Figure 1. Where the registers sit (run 1).
Other sequential cells in the stronger gray, the rest of the logic in the fainter gray.
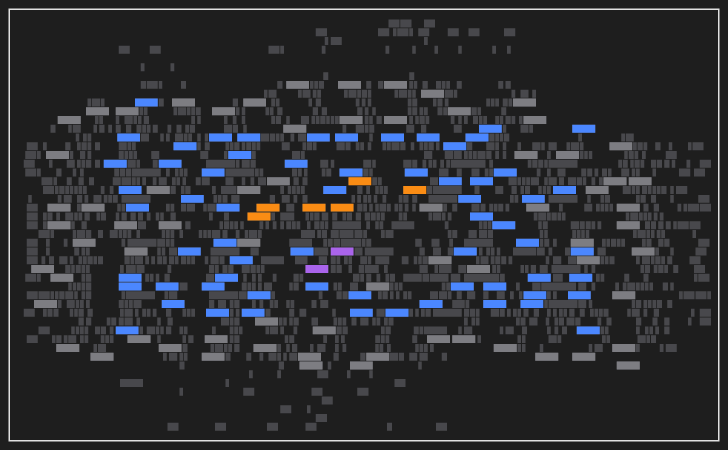
Figure 2. Signal wires on met1 (run 1).
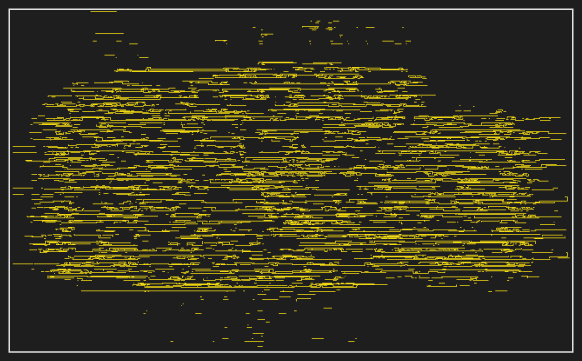
Figure 3. Congestion heat map (run 1).
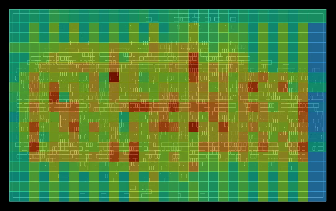
### src/rtl/sio_frame_tx_pkg.sv
// Shared definitions for the serial frame transmitter family.
//   - Default frame width, kept equal to the legacy `WIDTH define (64).
//   - FSM state encoding used by sio_frame_tx.
//   - cnt_width(): counter width helper ($clog2 with a floor of one bit).

`ifndef WIDTH
`define WIDTH 64
`endif

package sio_frame_tx_pkg;

    // Default bits per frame, tied to the legacy global define.
    localparam int SIO_DEFAULT_WIDTH = `WIDTH;

    // Transmitter FSM states.
    typedef enum logic [1:0] {
        ST_IDLE  = 2'd0,
        ST_SHIFT = 2'd1,
        ST_GAP   = 2'd2
    } sio_state_e;

    // Width of a counter that must hold values 0..n-1; never narrower than one bit.
    function automatic int cnt_width(input int n);
        int w;
        w = $clog2(n);
        return (w < 1) ? 1 : w;
    endfunction

endpackage

### src/rtl/sio_frame_tx_shift.sv
// sio_shift_reg: parallel-load / serial-shift register.
// The head bit (MSB or LSB, chosen by MSB_FIRST) is a flop output, so ser_out
// is glitch-free. Each shift moves the next bit into the head position and
// fills the far end with zeros; after WIDTH shifts the register is all zero,
// which is what keeps the serial line low between frames.
// Ports:
//   clk        rising-edge clock
//   clr        synchronous active-high clear
//   load       load load_data (has priority over shift)
//   shift      advance one bit toward the head
//   load_data  parallel word, WIDTH bits
//   ser_out    current head bit
module sio_shift_reg #(
    parameter int WIDTH     = 64,
    parameter bit MSB_FIRST = 1'b1
) (
    input  logic             clk,
    input  logic             clr,
    input  logic             load,
    input  logic             shift,
    input  logic [WIDTH-1:0] load_data,
    output logic             ser_out
);

    logic [WIDTH-1:0] data_r;
    logic [WIDTH-1:0] shifted_s;

    // Shift direction and head position follow the bit order.
    generate
        if (MSB_FIRST) begin : g_msb
            assign shifted_s = {data_r[WIDTH-2:0], 1'b0};
            assign ser_out   = data_r[WIDTH-1];
        end else begin : g_lsb
            assign shifted_s = {1'b0, data_r[WIDTH-1:1]};
            assign ser_out   = data_r[0];
        end
    endgenerate

    // Storage: clear, load, shift or hold.
    always_ff @(posedge clk) begin
        if (clr) begin
            data_r <= {WIDTH{1'b0}};
        end else if (load) begin
            data_r <= load_data;
        end else if (shift) begin
            data_r <= shifted_s;
        end else begin
            data_r <= data_r;
        end
    end

endmodule

### src/rtl/sio_frame_tx.sv
// sio_frame_tx: parallel-to-serial frame transmitter with self-timed enable.
// A word accepted over valid/ready is shifted out on sio while enable is high
// for exactly WIDTH cycles. One further word can wait in a pending register.
// GAP idle cycles (enable low) separate frames; with GAP=0 a pending word
// follows the previous frame with no bubble.
// Ports:
//   clk         rising-edge clock
//   clr         synchronous active-high reset
//   in_valid    producer offers in_data
//   in_ready    block can accept this cycle (low during clr or while pending is full)
//   in_data     parallel word, WIDTH bits, sampled on accept
//   sio         serial data (flop output)
//   enable      frame strobe (flop output)
//   busy        shifting, in gap, or holding a pending word (flop output)
//   frame_done  one-cycle pulse on the last bit of each frame (flop output)
module sio_frame_tx
    import sio_frame_tx_pkg::*;
#(
    parameter int WIDTH     = SIO_DEFAULT_WIDTH,
    parameter bit MSB_FIRST = 1'b1,
    parameter int GAP       = 1
) (
    input  logic             clk,
    input  logic             clr,
    input  logic             in_valid,
    output logic             in_ready,
    input  logic [WIDTH-1:0] in_data,
    output logic             sio,
    output logic             enable,
    output logic             busy,
    output logic             frame_done
);

    localparam int BW = cnt_width(WIDTH);
    localparam int GW = cnt_width(GAP + 1);
    localparam logic [BW-1:0] BIT_LAST = BW'(WIDTH - 1);
    localparam logic [BW-1:0] BIT_PRE  = BW'(WIDTH - 2);
    localparam logic [GW-1:0] GAP_LAST = GW'((GAP > 0) ? GAP - 1 : 0);
    localparam bit HAS_GAP = (GAP > 0);

    sio_state_e       state_r;
    logic [BW-1:0]    bit_cnt_r;
    logic [GW-1:0]    gap_cnt_r;
    logic [WIDTH-1:0] pend_r;
    logic             pend_v_r;
    logic             enable_r;
    logic             busy_r;
    logic             frame_done_r;

    logic             accept_s;
    logic             bit_last_s;
    logic             gap_last_s;
    logic             sr_load_s;
    logic             sr_shift_s;
    logic [WIDTH-1:0] sr_data_s;
    logic             sio_s;

    // Ready depends only on clr and the pending flag, so it never waits on in_valid.
    assign in_ready   = !clr && !pend_v_r;
    assign accept_s   = in_valid && in_ready;
    assign bit_last_s = (bit_cnt_r == BIT_LAST);
    assign gap_last_s = (gap_cnt_r == GAP_LAST);

    // Shift register control: where the next frame's word comes from, or whether to advance.
    // A word arriving exactly when the line frees up bypasses the pending register.
    always_comb begin
        sr_load_s  = 1'b0;
        sr_shift_s = 1'b0;
        sr_data_s  = pend_r;
        case (state_r)
            ST_IDLE: begin
                if (accept_s) begin
                    sr_load_s = 1'b1;
                    sr_data_s = in_data;
                end else begin
                    sr_load_s = 1'b0;
                end
            end
            ST_SHIFT: begin
                if (bit_last_s && !HAS_GAP && pend_v_r) begin
                    sr_load_s = 1'b1;
                end else if (bit_last_s && !HAS_GAP && accept_s) begin
                    sr_load_s = 1'b1;
                    sr_data_s = in_data;
                end else begin
                    // Also the final shift of a frame, which leaves the register zeroed.
                    sr_shift_s = 1'b1;
                end
            end
            ST_GAP: begin
                if (gap_last_s && pend_v_r) begin
                    sr_load_s = 1'b1;
                end else if (gap_last_s && accept_s) begin
                    sr_load_s = 1'b1;
                    sr_data_s = in_data;
                end else begin
                    sr_shift_s = 1'b0;
                end
            end
            default: begin
                sr_load_s = 1'b0;
            end
        endcase
    end

    sio_shift_reg #(
        .WIDTH     (WIDTH),
        .MSB_FIRST (MSB_FIRST)
    ) u_shift (
        .clk       (clk),
        .clr       (clr),
        .load      (sr_load_s),
        .shift     (sr_shift_s),
        .load_data (sr_data_s),
        .ser_out   (sio_s)
    );

    // Frame FSM: state, counters, pending buffer and registered status outputs.
    always_ff @(posedge clk) begin
        if (clr) begin
            state_r      <= ST_IDLE;
            bit_cnt_r    <= {BW{1'b0}};
            gap_cnt_r    <= {GW{1'b0}};
            pend_r       <= {WIDTH{1'b0}};
            pend_v_r     <= 1'b0;
            enable_r     <= 1'b0;
            busy_r       <= 1'b0;
            frame_done_r <= 1'b0;
        end else begin
            frame_done_r <= 1'b0;
            case (state_r)
                ST_IDLE: begin
                    if (sr_load_s) begin
                        state_r   <= ST_SHIFT;
                        bit_cnt_r <= {BW{1'b0}};
                        enable_r  <= 1'b1;
                        busy_r    <= 1'b1;
                    end else begin
                        enable_r  <= 1'b0;
                        busy_r    <= 1'b0;
                    end
                end
                ST_SHIFT: begin
                    if (!bit_last_s) begin
                        bit_cnt_r    <= bit_cnt_r + BW'(1);
                        // Registered pulse lands on the cycle that shows the last bit.
                        frame_done_r <= (bit_cnt_r == BIT_PRE);
                        enable_r     <= 1'b1;
                        busy_r       <= 1'b1;
                        if (accept_s) begin
                            pend_r   <= in_data;
                            pend_v_r <= 1'b1;
                        end
                    end else if (sr_load_s) begin
                        // GAP=0: next frame starts immediately, enable stays high.
                        bit_cnt_r <= {BW{1'b0}};
                        pend_v_r  <= 1'b0;
                        enable_r  <= 1'b1;
                        busy_r    <= 1'b1;
                    end else if (HAS_GAP) begin
                        state_r   <= ST_GAP;
                        gap_cnt_r <= {GW{1'b0}};
                        enable_r  <= 1'b0;
                        busy_r    <= 1'b1;
                        if (accept_s) begin
                            pend_r   <= in_data;
                            pend_v_r <= 1'b1;
                        end
                    end else begin
                        state_r  <= ST_IDLE;
                        enable_r <= 1'b0;
                        busy_r   <= 1'b0;
                    end
                end
                ST_GAP: begin
                    if (!gap_last_s) begin
                        gap_cnt_r <= gap_cnt_r + GW'(1);
                        enable_r  <= 1'b0;
                        busy_r    <= 1'b1;
                        if (accept_s) begin
                            pend_r   <= in_data;
                            pend_v_r <= 1'b1;
                        end
                    end else if (sr_load_s) begin
                        state_r   <= ST_SHIFT;
                        bit_cnt_r <= {BW{1'b0}};
                        pend_v_r  <= 1'b0;
                        enable_r  <= 1'b1;
                        busy_r    <= 1'b1;
                    end else begin
                        state_r  <= ST_IDLE;
                        enable_r <= 1'b0;
                        busy_r   <= 1'b0;
                    end
                end
                default: begin
                    // Unreachable encoding: recover to a clean idle line.
                    state_r  <= ST_IDLE;
                    pend_v_r <= 1'b0;
                    enable_r <= 1'b0;
                    busy_r   <= 1'b0;
                end
            endcase
        end
    end

    assign sio        = sio_s;
    assign enable     = enable_r;
    assign busy       = busy_r;
    assign frame_done = frame_done_r;

endmodule
### config.mk
export PLATFORM = sky130hd
export DESIGN_NAME = sio_frame_tx
export DESIGN_NICKNAME = d
export VERILOG_FILES = /design/src/rtl/sio_frame_tx_pkg.sv /design/src/rtl/sio_frame_tx_shift.sv /design/src/rtl/sio_frame_tx.sv
export SDC_FILE = /design/constraint.sdc
export NUM_CORES = 1
export LEC_CHECK = 0
export ABC_AREA = 1
export CORE_ASPECT_RATIO = 0.6
export CORE_MARGIN = 2
export CORE_UTILIZATION = 30
export DETAILED_ROUTE_END_ITERATION = 12
export HOLD_SLACK_MARGIN = 0.02
export PLACE_DENSITY = 0.59
export SLEW_MARGIN = 20
export SYNTH_ARGS = -nofsm -noshare
export SYNTH_HDL_FRONTEND = slang
export SYNTH_SLANG_ARGS = --single-unit
### constraint.sdc
create_clock -name clk -period 2.57 [get_ports clk]
set_input_delay 0.3855 -clock clk [delete_from_list [all_inputs] [get_ports clk]]
set_output_delay 0.3855 -clock clk [all_outputs]
set_load 0.05 [all_outputs]
==> ds_physical_params.txt, run 1 <==
Characteristics after synthesis and place and route

Parameter                              Value

Route
  1st-pass router iterations    5
  Post-detailed-route count of antenna-violating nets    0
  Routed met3 length    1.032 mm
  DRC marker count from the first detailed-route iteration    544

Setup path
  Startpoint of the lowest-slack register-to-register path    pend_v_r
  Worst setup slack for register-to-register paths    0.24 ns
  Cell repeated most along the worst path    nand2_2
  Count of cell instances traversed by the critical path    9
  Terminus of the critical flop-to-flop path    u_shift.data_r[62]
  CP bufs+invs    2
  Data arrival at the endpoint of the critical path    2.62 ns
  Endpoint type of the worst setup path    flop
  Kind of cell adding the most delay to the critical path    simple AND/OR/NAND/NOR gates
  Kind of critical path    reg -> reg

Synthesis
  Mux share    0%
  Most common cell in the netlist    nand2_1
  Simple Share, Synth    32.24%
  Most frequently used flop master after synthesis    dfxtp_1
  Yosys top cell area share    33.48%
  Post-synthesis cell type count    26
  Count of flip-flops with a built-in enable after synthesis    0
  Count of state elements after synthesis    140

Clocking
  CTS resizes    0
  Number of buffers created by CTS    17
  Clock sink total    140
  Number of buffers on the longest clock path    2

Cells and area
  Most numerous logic cells after layout    414 x nand2_1, 270 x inv_1, 197 x nand3_1
  Share of post-route cells with drive strength above 1    5.161%
  Fill cell total of the finished layout    2968
  Fraction of area in clock buffers and inverters    6.066%
  Final #Nets    1456
  Proportion of cell area occupied by multi-input gates    41.80%
  Area of all sequential standard cells    2803 µm²

Power
  Sequential share of power    38.8%
  Switching share of power    31.19%
  Pwr per Cell Area    658.5 nW/µm²

Timing
  Final Skew    0.008655 ns
  Setup slack after layout    0.2388 ns
  Tightest Pin Transition    1.069 ns
  Pins Over Slew Limit    0
  Setup TNS    0 ns
  Slew headroom    28.73%

Place
  Routability-driven placement congestion ratio    0.8230
  Pre-CTS worst setup slack    0.1106 ns
  Placed cells    1729

Outcome
  Outcome    finished, final reports clean

Die
  Row count    47
  Core area    27520 µm²
  Count of inserted tapcells    367

Global route
  Congestion Overflow GR    0
Notes on Figure 1 above:
- purple: `state_r` (placed flops 2)
- orange: `bit_cnt_r` (placed flops 6; where center)
- blue: `u_shift.data_r` (placed flops 64)

Notes on Figure 2 above:
- longest straight run: 60.3 µm
- wire length on this layer: 11900 µm
- main direction: horizontal
- share of all routed wire: 53%
- nets with wire on the layer: 1355

Notes on Figure 3 above:
met1 track utilization from global routing: 22.79%
global-route layer with the greatest usage: met2
global routing usage summed across all routing layers: 15.44%
routed wirelength normalized by instance count: 12.61 µm

==> run 2, diff against run 1 <==
--- a/config.mk
+++ b/config.mk
@@ -12,6 +12,7 @@
 export DETAILED_ROUTE_END_ITERATION = 12
 export HOLD_SLACK_MARGIN = 0.02
 export PLACE_DENSITY = 0.59
+export RECOVER_POWER = 50
 export SLEW_MARGIN = 20
 export SYNTH_ARGS = -nofsm -noshare
 export SYNTH_HDL_FRONTEND = slang
==> constraint.sdc (replaced) <==
create_clock -name clk -period 2.9 [get_ports clk]
set_input_delay 0.435 -clock clk [delete_from_list [all_inputs] [get_ports clk]]
set_output_delay 0.435 -clock clk [all_outputs]
set_load 0.05 [all_outputs]
==> ds_physical_params.txt, run 2 <==
Characteristics after synthesis and place and route

Parameter                              Value

Setup path
  Startpoint of the lowest-slack register-to-register path    state_r[0] (was pend_v_r)
  Worst setup slack for register-to-register paths    0.36 ns (was 0.24 ns)
  Terminus of the critical flop-to-flop path    u_shift.data_r[63] (was u_shift.data_r[62])
  Data arrival at the endpoint of the critical path    2.81 ns (was 2.62 ns)
  Kind of cell adding the most delay to the critical path    simple AND/OR/NAND/NOR gates (unchanged)
  Count of cell instances traversed by the critical path    9 (unchanged)
  CP bufs+invs    3 (was 2)
  Endpoint type of the worst setup path    flop (unchanged)

Global route
  Met1 track utilization from global routing    23.52% (was 22.79%)
  Congestion Overflow GR    0 (unchanged)

Route
  Post-detailed-route count of antenna-violating nets    0 (unchanged)
  1st-pass router iterations    4 (was 5)
  Routed met3 length    1.192 mm (was 1.032 mm)
  DRC marker count from the first detailed-route iteration    532 (was 544)

Synthesis
  Count of state elements after synthesis    140 (unchanged)
  Simple Share, Synth    32.24% (unchanged)
  Count of flip-flops with a built-in enable after synthesis    0 (unchanged)
  Most common cell in the netlist    nand2_1 (unchanged)
  Most frequently used flop master after synthesis    dfxtp_1 (unchanged)
  Yosys top cell area share    33.48% (unchanged)
  Mux share    0% (unchanged)
  Post-synthesis cell type count    26 (unchanged)

Clocking
  Number of buffers created by CTS    17 (unchanged)
  CTS resizes    0 (unchanged)
  Number of buffers on the longest clock path    2 (unchanged)
  Clock sink total    140 (unchanged)

Cells and area
  Final #Nets    1447 (was 1456)
  Area of all sequential standard cells    2803 µm² (unchanged)
  Fraction of area in clock buffers and inverters    6.235% (was 6.066%)
  Fill cell total of the finished layout    3015 (was 2968)
  Share of post-route cells with drive strength above 1    4.188% (was 5.161%)
  Proportion of cell area occupied by multi-input gates    42.09% (was 41.80%)

Place
  Routability-driven placement congestion ratio    0.7665 (was 0.8230)
  Pre-CTS worst setup slack    0.5216 ns (was 0.1106 ns)

Power
  Switching share of power    30.84% (was 31.19%)
  Pwr per Cell Area    593.4 nW/µm² (was 658.5 nW/µm²)

Timing
  Tightest Pin Transition    0.8136 ns (was 1.069 ns)
  Slew headroom    45.76% (was 28.73%)
  Pins Over Slew Limit    0 (unchanged)
  Setup TNS    0 ns (unchanged)

Die
  Count of inserted tapcells    367 (unchanged)
  Row count    47 (unchanged)
  Core area    27520 µm² (unchanged)

Outcome
  Outcome    finished, final reports clean (unchanged)
Figure 4. Where the registers sit (run 2).
Other sequential cells in the stronger gray, the rest of the logic in the fainter gray.
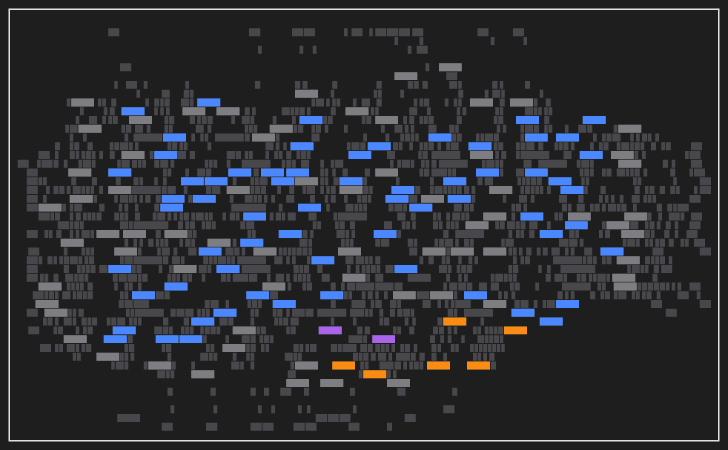
- blue: `u_shift.data_r` (placed flops 64)
- orange: `bit_cnt_r` (placed flops 6)
- purple: `state_r` (placed flops 2)
- not colored: 68
register fraction of the total cell area: 28.27%
Final Util: 36.02%
Seq. pwr: 0.00228 W

Figure 5. Congestion heat map (run 2).
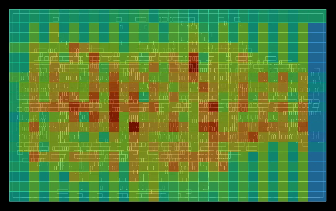
grt met2 use: 23.26%
met3 Use GR: 2.877%
global routing usage summed across all routing layers: 15.74%
routed wirelength normalized by instance count: 12.73 µm
global-route layer with the greatest usage: met1

Figure 6. Nets reached from selected ports (run 2).
Scale bar: 50 µm.
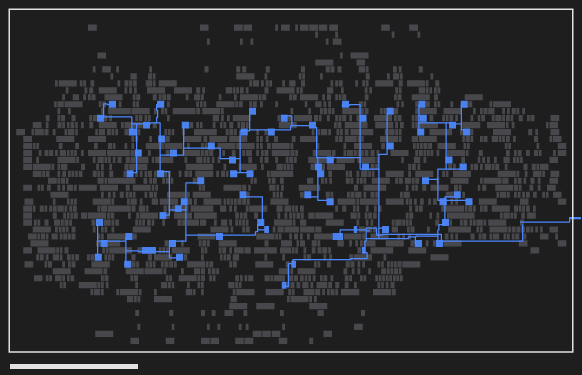

==> run 3, diff against run 2 <==
--- a/config.mk
+++ b/config.mk
@@ -7,7 +7,6 @@
 export LEC_CHECK = 0
 export ABC_AREA = 1
 export CORE_ASPECT_RATIO = 0.6
-export CORE_MARGIN = 2
 export CORE_UTILIZATION = 30
 export DETAILED_ROUTE_END_ITERATION = 12
 export HOLD_SLACK_MARGIN = 0.02
Figure 7. Nets reached from selected ports (run 3).
Scale bar: 50 µm.
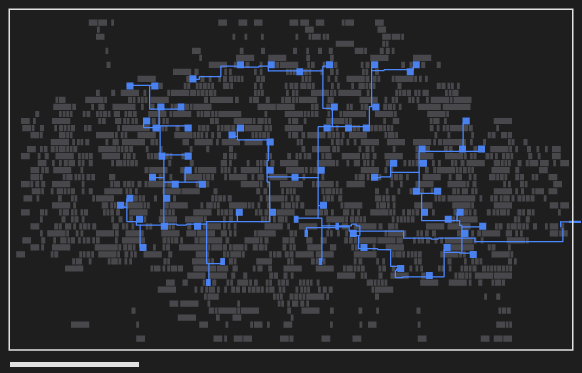
- blue: `clr` (bits 1; direction input; end cells 68; buffers 2; wire 874 µm)

==> ds_physical_params.txt, run 3 <==
Characteristics after synthesis and place and route

Parameter                              Value

Outcome
  Outcome    finished, final reports clean (unchanged)

Cells and area
  Area of all sequential standard cells    2803 µm² (unchanged)
  Most numerous logic cells after layout    414 x nand2_1, 271 x inv_1, 197 x nand3_1 (was 416 x nand2_1, 270 x inv_1, 198 x nand3_1)
  Fill cell total of the finished layout    2909 (was 3015)
  Register fraction of the total cell area    28.13% (was 28.27%)
  Final #Nets    1447 (unchanged)
  Fraction of area in clock buffers and inverters    6.317% (was 6.235%)
  Final Util    36.99% (was 36.02%)

Die
  Row count    46 (was 47)
  Core area    26940 µm² (was 27520 µm²)

Synthesis
  Post-synthesis cell type count    26 (unchanged)
  Yosys top cell area share    33.48% (unchanged)
  Count of flip-flops with a built-in enable after synthesis    0 (unchanged)
  Most common cell in the netlist    nand2_1 (unchanged)
  Most frequently used flop master after synthesis    dfxtp_1 (unchanged)

Setup path
  Data arrival at the endpoint of the critical path    2.85 ns (was 2.81 ns)
  Terminus of the critical flop-to-flop path    u_shift.data_r[62] (was u_shift.data_r[63])
  Kind of critical path    reg -> reg (unchanged)
  Worst setup slack for register-to-register paths    0.34 ns (was 0.36 ns)
  Startpoint of the lowest-slack register-to-register path    pend_v_r (was state_r[0])

Clocking
  CTS resizes    0 (unchanged)
  Number of buffers on the longest clock path    2 (unchanged)
  Number of buffers created by CTS    17 (unchanged)

Global route
  Grt met2 use    24.12% (was 23.26%)

Timing
  Pins Over Slew Limit    0 (unchanged)
  Final Skew    0.007488 ns (was 0.009693 ns)
  Tightest Pin Transition    0.9778 ns (was 0.8136 ns)

Route
  1st-pass router iterations    5 (was 4)
  Routed met3 length    957 µm (was 1.192 mm)
  DRC marker count from the first detailed-route iteration    570 (was 532)

Place
  Routability-driven placement congestion ratio    0.8249 (was 0.7665)
  Placed cells    1714 (was 1721)

Power
  Sequential share of power    38.2% (was 38.7%)
  Seq. pwr    0.00227 W (was 0.00228 W)
  Pwr per Cell Area    597.3 nW/µm² (was 593.4 nW/µm²)
Figure 8. Signal wires on met1 (run 3).
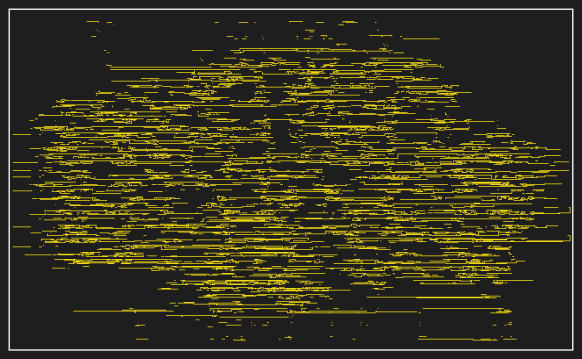
- share of all routed wire: 53%
- main direction: horizontal
- wire length on this layer: 11800 µm
- nets with wire on the layer: 1366
overall via count from detail_route: 7924
total wire length after detailed routing: 22.31 mm
met1 track utilization from global routing: 23.87%

Power is estimated from default activity; no workload was simulated.
